<file path="src/rtl/register_file_pkg.sv">
// Shared defaults and helpers for the parameterised register file.
package register_file_pkg;

  localparam int unsigned DEF_DATA_W   = 16;
  localparam int unsigned DEF_NUM_REGS = 4;
  localparam int unsigned ZERO_ADDR    = 0;

  // True when addr is the hard-wired zero register and that feature is enabled.
  function automatic logic isZeroAddr(input int unsigned addr, input logic zeroReg);
    return zeroReg && (addr == ZERO_ADDR);
  endfunction

endpackage

</file>
<file path="src/rtl/register_file_param_scoreboard.sv">
// Per-register busy bits with set-over-clear priority and a registered population count.
module reg_scoreboard
  import register_file_pkg::*;
#(
  parameter int unsigned NUM_REGS = DEF_NUM_REGS,
  parameter int unsigned ADDR_W   = $clog2(NUM_REGS),
  parameter int unsigned ZERO_REG = 1
) (
  input  logic                Clock,
  input  logic                Reset,
  input  logic                RegWrite,
  input  logic [ADDR_W-1:0]   RD,
  input  logic                ResValid,
  input  logic [ADDR_W-1:0]   ResAddr,
  output logic [NUM_REGS-1:0] busy,
  output logic [ADDR_W:0]     BusyCount
);

  localparam int unsigned CNT_W = ADDR_W + 1;

  logic [NUM_REGS-1:0] busyNext;
  logic [CNT_W-1:0]    countNext;

  // Next busy vector: a write retires, a new reservation wins over a same-cycle retire.
  always_comb begin
    busyNext  = busy;
    countNext = '0;
    if (RegWrite) busyNext[RD] = 1'b0;
    if (ResValid) busyNext[ResAddr] = 1'b1;
    if (ZERO_REG != 0) busyNext[ZERO_ADDR] = 1'b0;
    for (int i = 0; i < NUM_REGS; i++) begin
      countNext = countNext + CNT_W'(busyNext[i]);
    end
  end

  // Busy bits and their count move together so the count never lags the bits.
  always_ff @(posedge Clock or posedge Reset) begin
    if (Reset) begin
      busy      <= '0;
      BusyCount <= '0;
    end else begin
      busy      <= busyNext;
      BusyCount <= countNext;
    end
  end

endmodule

</file>
<file path="src/rtl/register_file_param.sv">
// Parameterised register file with optional zero register, write bypass and busy scoreboard.
module register_file_param
  import register_file_pkg::*;
#(
  parameter int unsigned DATA_W   = DEF_DATA_W,
  parameter int unsigned NUM_REGS = DEF_NUM_REGS,
  parameter int unsigned ADDR_W   = $clog2(NUM_REGS),
  parameter int unsigned ZERO_REG = 1,
  parameter int unsigned BYPASS   = 1
) (
  input  logic              Clock,
  input  logic              Reset,
  input  logic [ADDR_W-1:0] RS,
  input  logic [ADDR_W-1:0] RT,
  input  logic [ADDR_W-1:0] RD,
  input  logic [DATA_W-1:0] WriteData,
  input  logic              RegWrite,
  input  logic              ResValid,
  input  logic [ADDR_W-1:0] ResAddr,
  output logic [DATA_W-1:0] ReadRS,
  output logic [DATA_W-1:0] ReadRT,
  output logic              BusyRS,
  output logic              BusyRT,
  output logic [ADDR_W:0]   BusyCount
);

  logic [DATA_W-1:0]   regs [NUM_REGS];
  logic [NUM_REGS-1:0] busyVec;
  logic                zeroEn;
  logic                wrEn;
  logic                zeroRS;
  logic                zeroRT;
  logic                bypassRS;
  logic                bypassRT;

  // Decode of zero-register hits and live bypass paths; bypass is muted while in reset.
  always_comb begin
    zeroEn   = (ZERO_REG != 0);
    wrEn     = RegWrite && !isZeroAddr(32'(RD), zeroEn);
    zeroRS   = isZeroAddr(32'(RS), zeroEn);
    zeroRT   = isZeroAddr(32'(RT), zeroEn);
    bypassRS = (BYPASS != 0) && RegWrite && !Reset && (RS == RD);
    bypassRT = (BYPASS != 0) && RegWrite && !Reset && (RT == RD);
  end

  // Storage array; writes to the zero register are dropped.
  always_ff @(posedge Clock or posedge Reset) begin
    if (Reset) begin
      for (int i = 0; i < NUM_REGS; i++) regs[i] <= '0;
    end else if (wrEn) begin
      regs[RD] <= WriteData;
    end
  end

  // Read muxes: array value, overridden by bypass, overridden by the zero register.
  always_comb begin
    ReadRS = regs[RS];
    ReadRT = regs[RT];
    if (bypassRS) ReadRS = WriteData;
    if (bypassRT) ReadRT = WriteData;
    if (zeroRS) ReadRS = '0;
    if (zeroRT) ReadRT = '0;
  end

  // Busy flags: a bypassed write hides the busy bit unless a reservation re-targets it.
  always_comb begin
    BusyRS = busyVec[RS];
    BusyRT = busyVec[RT];
    if (bypassRS && !(ResValid && (ResAddr == RS))) BusyRS = 1'b0;
    if (bypassRT && !(ResValid && (ResAddr == RT))) BusyRT = 1'b0;
    if (zeroRS) BusyRS = 1'b0;
    if (zeroRT) BusyRT = 1'b0;
  end

  reg_scoreboard #(
    .NUM_REGS (NUM_REGS),
    .ADDR_W   (ADDR_W),
    .ZERO_REG (ZERO_REG)
  ) uScoreboard (
    .Clock     (Clock),
    .Reset     (Reset),
    .RegWrite  (RegWrite),
    .RD        (RD),
    .ResValid  (ResValid),
    .ResAddr   (ResAddr),
    .busy      (busyVec),
    .BusyCount (BusyCount)
  );

endmodule

</file>
<file path="config.mk">
export PLATFORM = sky130hd
export DESIGN_NAME = register_file_param
export DESIGN_NICKNAME = d
export VERILOG_FILES = /design/src/rtl/register_file_pkg.sv /design/src/rtl/register_file_param_scoreboard.sv /design/src/rtl/register_file_param.sv
export SDC_FILE = /design/constraint.sdc
export NUM_CORES = 1
export LEC_CHECK = 0
export CAP_MARGIN = 20
export CORE_ASPECT_RATIO = 0.5
export CORE_UTILIZATION = 50
export DETAILED_ROUTE_END_ITERATION = 7
export DONT_BUFFER_PORTS = 1
export GPL_TIMING_DRIVEN = 0
export PLACE_DENSITY = 0.72
export SLEW_MARGIN = 20
export SYNTH_ARGS = -nofsm -noshare
export SYNTH_HDL_FRONTEND = slang
export SYNTH_HIERARCHICAL = 1
export SYNTH_SLANG_ARGS = --single-unit
</file>
<file path="constraint.sdc">
create_clock -name Clock -period 1.9 [get_ports Clock]
set_clock_uncertainty 0.05 [all_clocks]
set_input_delay 0.38 -clock Clock [delete_from_list [all_inputs] [get_ports Clock]]
set_output_delay 0.38 -clock Clock [all_outputs]
set_load 0.05 [all_outputs]
</file>
==> results.yml <==
# flow metrics
detailed_routing:
  dr_wl_met2_um: 5820
  dr.pass1.iters: 5
  dr_wl_met3_um: 1160
  highest_layer: "met4"
layout:
  diodes: 0
  inverters_excl_clock: 15
clock_network:
  postCtsHoldBufs: 1
  htreeDepth: 2
  clk_path_buf_depth: 2
  cts.sinks: 54
die:
  tap_cells: 88
  ios: 65
global_routing:
  gr-usage-all-layers: 0.323
setup_path:
  reg2reg_to: "uScoreboard/BusyCount[2]"
  max_stage_delay_ns: 0.43
  crit_chain: "buf_12, and4bb_2, buf_8, buf_12, o21ai_2, a222oi_1, buf_4"
  path_common_cell: "buf_12"
timing:
  fmax_mhz: 427
  setup_violations: 34
  maxSlewViolCount: 0
  fin_ws_ns: -0.440
run_status:
  violations: "setup timing"
  status: "finished with violations"
power_and_ir_drop:
  p_leak_nw: 2.05
-- state kept, by name, summed over array words and instances, names as in the netlist --
signal and cells:
uScoreboard/BusyCount 3, regs 48, uScoreboard/busy 3
-- power breakdown --
| group | internal (W) | switching [W] | leakage [nW] | total (W) |
|---|---|---|---|---|
| sequential | 0.00136 | 0.000241 | 0.654 | 0.00160 |
| clock | 0.000491 | 0.000434 | 0.0708 | 0.000924 |
| combinational | 0.000674 | 0.00112 | 1.33 | 0.00179 |
-- worst register-to-register path, delay by kind of cell (launching register included) --
family                     cells  cell delay (ns)
adders and majority gates      3             0.66
DFF                            1             0.43
AOI/OAI and AO/OA              1             0.26
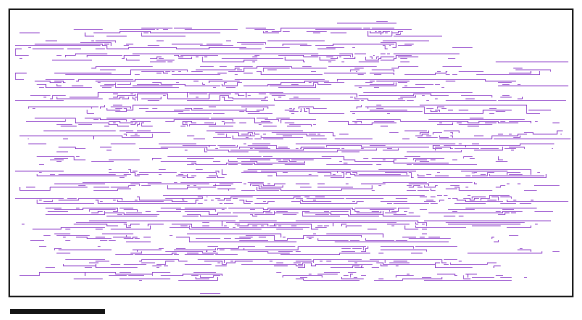
(images/met1.png)
The bar under the picture is 20 um long.
- nets with wire on the layer: 368
- longest straight run: 55.2 um
- main direction: horizontal
- wire length on this layer: 5,220 um
- share of all routed wire: 42%
WL final: 12,600 um
GR Layer Usage met1: 0.422
routed vias: 3,141

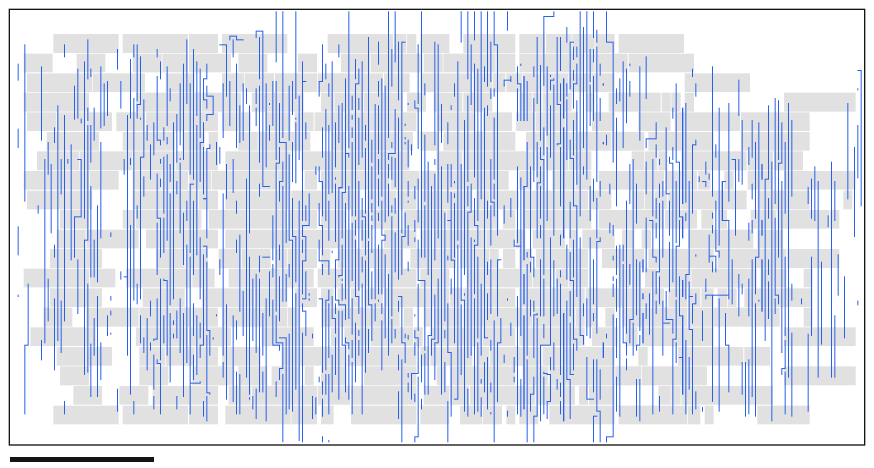
(images/met2.png)
The bar under the picture is 20 um long.
- share of all routed wire: 46%
- wire length on this layer: 5,820 um
- nets with wire on the layer: 367
- longest straight run: 38.1 um
met2 GRT Util: 0.547

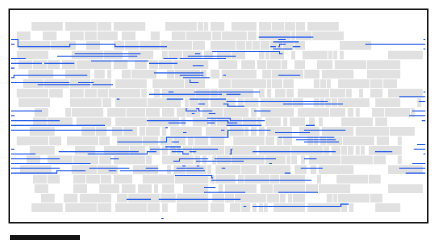
(images/met3.png)
The bar under the picture is 20 um long.
- nets with wire on the layer: 91
- share of all routed wire: 9.3%
- wire length on this layer: 1,160 um
met3 Usage GRT: 0.0855

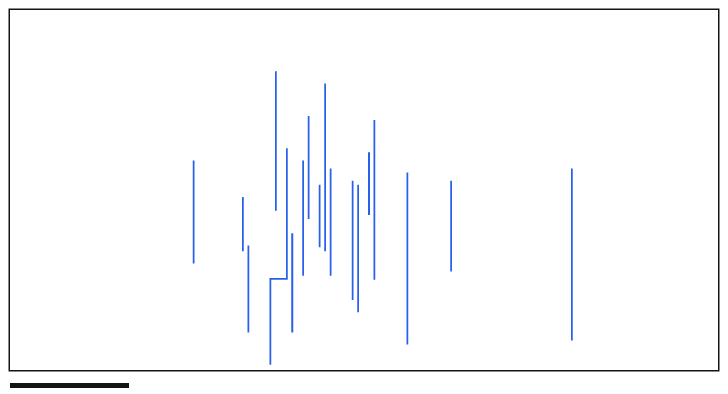
(images/met4.png)
The bar under the picture is 20 um long.
- longest straight run: 28.6 um
- share of all routed wire: 2.9%
- nets with wire on the layer: 16
- main direction: vertical
- wire length on this layer: 360 um

Power figures rest on the tool's default switching activity, not on a simulated workload.
